--- config.mk ---
export PLATFORM = sky130hd
export DESIGN_NAME = multi_collision_scanner
export DESIGN_NICKNAME = d
export VERILOG_FILES = /design/src/rtl/multi_collision_scanner_pkg.sv /design/src/rtl/multi_collision_scanner_aabb_overlap.sv /design/src/rtl/multi_collision_scanner.sv
export SDC_FILE = /design/constraint.sdc
export NUM_CORES = 1
export LEC_CHECK = 0
export ABC_AREA = 1
export CAP_MARGIN = 10
export CORE_MARGIN = 8
export CORE_UTILIZATION = 45
export DETAILED_ROUTE_END_ITERATION = 12
export HOLD_SLACK_MARGIN = 0.02
export MAX_ROUTING_LAYER = met4
export PLACE_DENSITY = 0.69
export REMOVE_ABC_BUFFERS = 1
export SYNTH_ARGS = -nofsm -noshare
export SYNTH_HDL_FRONTEND = slang
export SYNTH_HIERARCHICAL = 1
export SYNTH_SLANG_ARGS = --single-unit
--- constraint.sdc ---
create_clock -name clk -period 15.8 [get_ports clk]
set_input_delay 3.16 -clock clk [delete_from_list [all_inputs] [get_ports clk]]
set_output_delay 3.16 -clock clk [all_outputs]
set_load 0.02 [all_outputs]
--- src/rtl/multi_collision_scanner_pkg.sv ---
// Shared types for the multi-object collision scanner: FSM states and the
// box description used by position generators and the scanner.
package collision_pkg;

  localparam int DEF_COORD_W = 10;

  typedef enum logic [1:0] {IDLE, SCAN, DONE} state_e;

  typedef struct packed {
    logic [DEF_COORD_W-1:0] x;
    logic [DEF_COORD_W-1:0] y;
    logic [DEF_COORD_W-1:0] w;
    logic [DEF_COORD_W-1:0] h;
  } box_t;

endpackage

--- src/rtl/multi_collision_scanner_aabb_overlap.sv ---
// Combinational axis-aligned box overlap test for one car/object pair.
// Sums are one bit wider than the coordinates so boxes near the edge never wrap.
module aabb_overlap #(
  parameter int W = 10
) (
  input  logic [W-1:0] ax_i,
  input  logic [W-1:0] ay_i,
  input  logic [W-1:0] aw_i,
  input  logic [W-1:0] ah_i,
  input  logic [W-1:0] bx_i,
  input  logic [W-1:0] by_i,
  input  logic [W-1:0] bw_i,
  input  logic [W-1:0] bh_i,
  input  logic         en_i,
  output logic         hit_o
);

  logic [W:0] a_r, a_b, b_r, b_b;
  logic       nonzero;

  assign a_r = {1'b0, ax_i} + {1'b0, aw_i};
  assign a_b = {1'b0, ay_i} + {1'b0, ah_i};
  assign b_r = {1'b0, bx_i} + {1'b0, bw_i};
  assign b_b = {1'b0, by_i} + {1'b0, bh_i};

  // A degenerate box can still straddle the other's edge under strict compares.
  assign nonzero = (aw_i != '0) && (ah_i != '0) && (bw_i != '0) && (bh_i != '0);

  assign hit_o = en_i && nonzero &&
                 ({1'b0, ax_i} < b_r) && (a_r > {1'b0, bx_i}) &&
                 ({1'b0, ay_i} < b_b) && (a_b > {1'b0, by_i});

endmodule

--- src/rtl/multi_collision_scanner.sv ---
// Scans the player box against NUM_OBJ object boxes, one per clock, through a
// single shared comparator; reports hit mask, lowest hit and a confirmed crash.
module multi_collision_scanner
  import collision_pkg::*;
#(
  parameter int COORD_W = DEF_COORD_W,
  parameter int NUM_OBJ = 4,
  parameter int IDX_W   = (NUM_OBJ > 1) ? $clog2(NUM_OBJ) : 1,
  parameter int CONFIRM = 2
) (
  input  logic                       clk,
  input  logic                       reset,
  input  logic                       start,
  input  logic [COORD_W-1:0]         car_x,
  input  logic [COORD_W-1:0]         car_y,
  input  logic [COORD_W-1:0]         car_w,
  input  logic [COORD_W-1:0]         car_h,
  input  logic [NUM_OBJ*COORD_W-1:0] obj_x,
  input  logic [NUM_OBJ*COORD_W-1:0] obj_y,
  input  logic [NUM_OBJ*COORD_W-1:0] obj_w,
  input  logic [NUM_OBJ*COORD_W-1:0] obj_h,
  input  logic [NUM_OBJ-1:0]         obj_valid,
  input  logic                       crash_clr,
  output logic                       busy,
  output logic                       done,
  output logic [NUM_OBJ-1:0]         hit_mask,
  output logic                       any_hit,
  output logic [IDX_W-1:0]           first_hit_idx,
  output logic                       crash
);

  localparam int CNT_W = (CONFIRM > 0) ? $clog2(CONFIRM + 1) : 1;

  state_e                          state_q, state_d;
  logic [IDX_W-1:0]                idx_q, idx_d;
  logic [NUM_OBJ-1:0]              wmask_q, wmask_d;
  logic [COORD_W-1:0]              cx_q, cy_q, cw_q, ch_q;
  logic [NUM_OBJ-1:0][COORD_W-1:0] ox_q, oy_q, ow_q, oh_q;
  logic [NUM_OBJ-1:0]              ovld_q;
  logic [NUM_OBJ-1:0]              hit_mask_q;
  logic                            any_q, done_q, crash_q, crash_d;
  logic [IDX_W-1:0]                first_q;
  logic [CNT_W-1:0]                cnt_q, cnt_d, cnt_inc;
  logic                            obj_hit, frame_hit, reach;

  function automatic logic [IDX_W-1:0] lowest_set(input logic [NUM_OBJ-1:0] m);
    logic [IDX_W-1:0] f;
    f = '0;
    for (int i = NUM_OBJ - 1; i >= 0; i--)
      if (m[i]) f = IDX_W'(i);
    return f;
  endfunction

  aabb_overlap #(.W(COORD_W)) u_cmp (
    .ax_i (cx_q),
    .ay_i (cy_q),
    .aw_i (cw_q),
    .ah_i (ch_q),
    .bx_i (ox_q[idx_q]),
    .by_i (oy_q[idx_q]),
    .bw_i (ow_q[idx_q]),
    .bh_i (oh_q[idx_q]),
    .en_i (ovld_q[idx_q]),
    .hit_o(obj_hit)
  );

  always_comb begin
    state_d = state_q;
    idx_d   = idx_q;
    wmask_d = wmask_q;
    unique case (state_q)
      IDLE: if (start) begin
        state_d = SCAN;
        idx_d   = '0;
        wmask_d = '0;
      end
      SCAN: begin
        wmask_d[idx_q] = obj_hit;
        if (idx_q == IDX_W'(NUM_OBJ - 1)) state_d = DONE;
        else                              idx_d   = idx_q + 1'b1;
      end
      DONE:    state_d = IDLE;
      default: state_d = IDLE;
    endcase
  end

  // A clear arriving with a confirming DONE loses to the set; the counter
  // then restarts from this frame alone.
  assign frame_hit = |wmask_q;
  assign cnt_inc   = (cnt_q == CNT_W'(CONFIRM)) ? cnt_q : cnt_q + 1'b1;
  assign reach     = frame_hit && (cnt_inc == CNT_W'(CONFIRM));

  always_comb begin
    cnt_d   = cnt_q;
    crash_d = crash_q;
    if (state_q == DONE) begin
      cnt_d   = !frame_hit ? '0 : (crash_clr ? CNT_W'(1) : cnt_inc);
      crash_d = (crash_q && !crash_clr) || reach;
    end else if (crash_clr) begin
      cnt_d   = '0;
      crash_d = 1'b0;
    end
  end

  always_ff @(posedge clk or posedge reset) begin
    if (reset) begin
      state_q    <= IDLE;
      idx_q      <= '0;
      wmask_q    <= '0;
      hit_mask_q <= '0;
      any_q      <= 1'b0;
      first_q    <= '0;
      done_q     <= 1'b0;
      crash_q    <= 1'b0;
      cnt_q      <= '0;
    end else begin
      state_q <= state_d;
      idx_q   <= idx_d;
      wmask_q <= wmask_d;
      done_q  <= (state_q == DONE);
      crash_q <= crash_d;
      cnt_q   <= cnt_d;
      if (state_q == DONE) begin
        hit_mask_q <= wmask_q;
        any_q      <= frame_hit;
        first_q    <= lowest_set(wmask_q);
      end
    end
  end

  always_ff @(posedge clk or posedge reset) begin
    if (reset) begin
      {cx_q, cy_q, cw_q, ch_q} <= '0;
      ox_q   <= '0;
      oy_q   <= '0;
      ow_q   <= '0;
      oh_q   <= '0;
      ovld_q <= '0;
    end else if (state_q == IDLE && start) begin
      {cx_q, cy_q, cw_q, ch_q} <= {car_x, car_y, car_w, car_h};
      ox_q   <= obj_x;
      oy_q   <= obj_y;
      ow_q   <= obj_w;
      oh_q   <= obj_h;
      ovld_q <= obj_valid;
    end
  end

  assign busy          = (state_q != IDLE);
  assign done          = done_q;
  assign hit_mask      = hit_mask_q;
  assign any_hit       = any_q;
  assign first_hit_idx = first_q;
  assign crash         = crash_q;

endmodule

Fig. 1: the metal 1 layer
Bar = 50 um. Supply wires on this layer in gray.
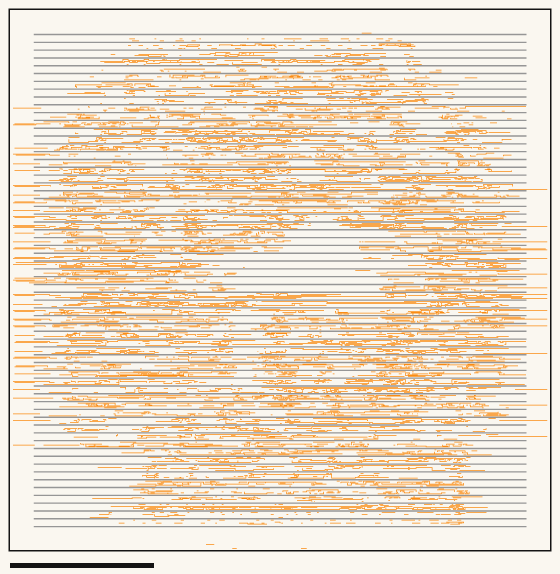
- wire length on this layer: 16900 um
- share of all routed wire: 47%
- main direction: horizontal

==> results.yml <==
# physical design summary
critical_path:
  cp-startpoint: "state_q[0]$_DFFE_PP0P_"
  critPathKind: "flip-flop to output pin"
  cp_max_fo: 8
  timing.reg2reg.setup_slack_ns: 11.13
  critical_path.endpoint: "busy"
  worst-endpoint-arrival_ns: 1.87
  max_stage_delay_ns: 0.54
  timing.critical_path.buf_inv: 2
  endpoint_kind_of_the_worst_setup_timing_path: "output pin"
  cp.depth: 3
  worst_path_max_delay_cell: "clkdlybuf4s50_1"
min_path:
  hold_path_end: "ox_q[17]$_DFFE_PP0P_"
  holdCritPathClass: "flip-flop to flip-flop"
  worstHoldPathCells: 2
  min_from: "ox_q[17]$_DFFE_PP0P_"
final_layout:
  multi_input_comb_area_um2: 6710
  fillCellCount: 2727
  sh_seq_area_pct: 34.2
  fin_area_um2: 16300
  mostFrequentLayoutCells: "797 x nand2_1, 248 x nand3_1, 221 x dfrtp_1"
  n_clock_buffer: 32
  final_layout_size_suffix_gt1_share_pct: 4.00
  syn_to_final_growth_pct: 22.6
  flop-count: 223
  seqCellArea_um2: 5590
  num-nonclk-inverters: 114
drt:
  drt-initial-drc-count: 918
  detailroute.wirelength.met3_mm: 1.57
  route.met2.wl_mm: 16.6
  route.detailed.wl_per_inst_um: 15.2
  top_layer: "met4"
  detail_route.drc_violations: 0
  m1WireLength_mm: 16.9
synth:
  synth.cell_area_um2: 13300
  netlist_top_cells_count: "797 x nand2_1, 248 x nand3_1, 223 x dfrtp_1"
  synth.distinct_cells: 34
  avgSynthCellArea_um2: 7.50
  synth_top_flop_cell: "dfrtp_1"
  synth.area.top_cells: "dfrtp_1 42%, nand2_1 22%, nand3_1 9.3%, ha_1 7.8%, inv_1 3.1%"
  yosysTopAreaCell: "dfrtp_1"
  synth_top_cell_by_count: "nand2_1"
placed_design:
  gp_routability_congestion: 0.871
  port_buffers: 217
  pre_cts_slack_ns: 10.64
  placedInstanceArea_um2: 15500
  detailedPlacementHpwl_mm: 25.1
global_route:
  total_routing_usage_reported_by_global_routing_pct: 20.5
  met2_usage_pct: 32.5
  grt_use_met3_pct: 2.49
  met1_usage_pct: 27.9
  antenna_found_initial: 0
power:
  power.switching_mw: 1.93
  power_report.internal_total_mw: 2.13
  comb_power_share_pct: 59.7
  swShare_pct: 47.4
  clock_power_share_pct: 14.8
flow_run:
  max_cap_violations: 0
floorplanning:
  io_pins: 218
final_timing:
  period_needed_ns: 5.03
  report.final.hold_viol_count: 0
clocking:
  holdBufCountCts: 0
  clk_latency_ns: 0.52
  clk_pin_slew_ns: 0.06
  tritoncts_clock_tree: "done"
status:
  status: "finished, final reports clean"
Fig. 2: the metal 2 layer
Bar = 50 um.
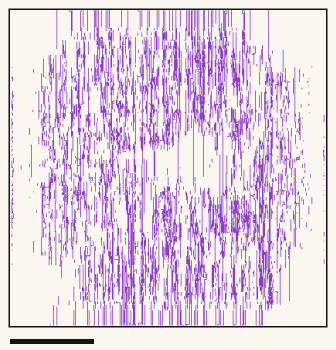
- wire length on this layer: 16600 um
- longest straight run: 85.8 um

Power and IR drop assume default switching activity.
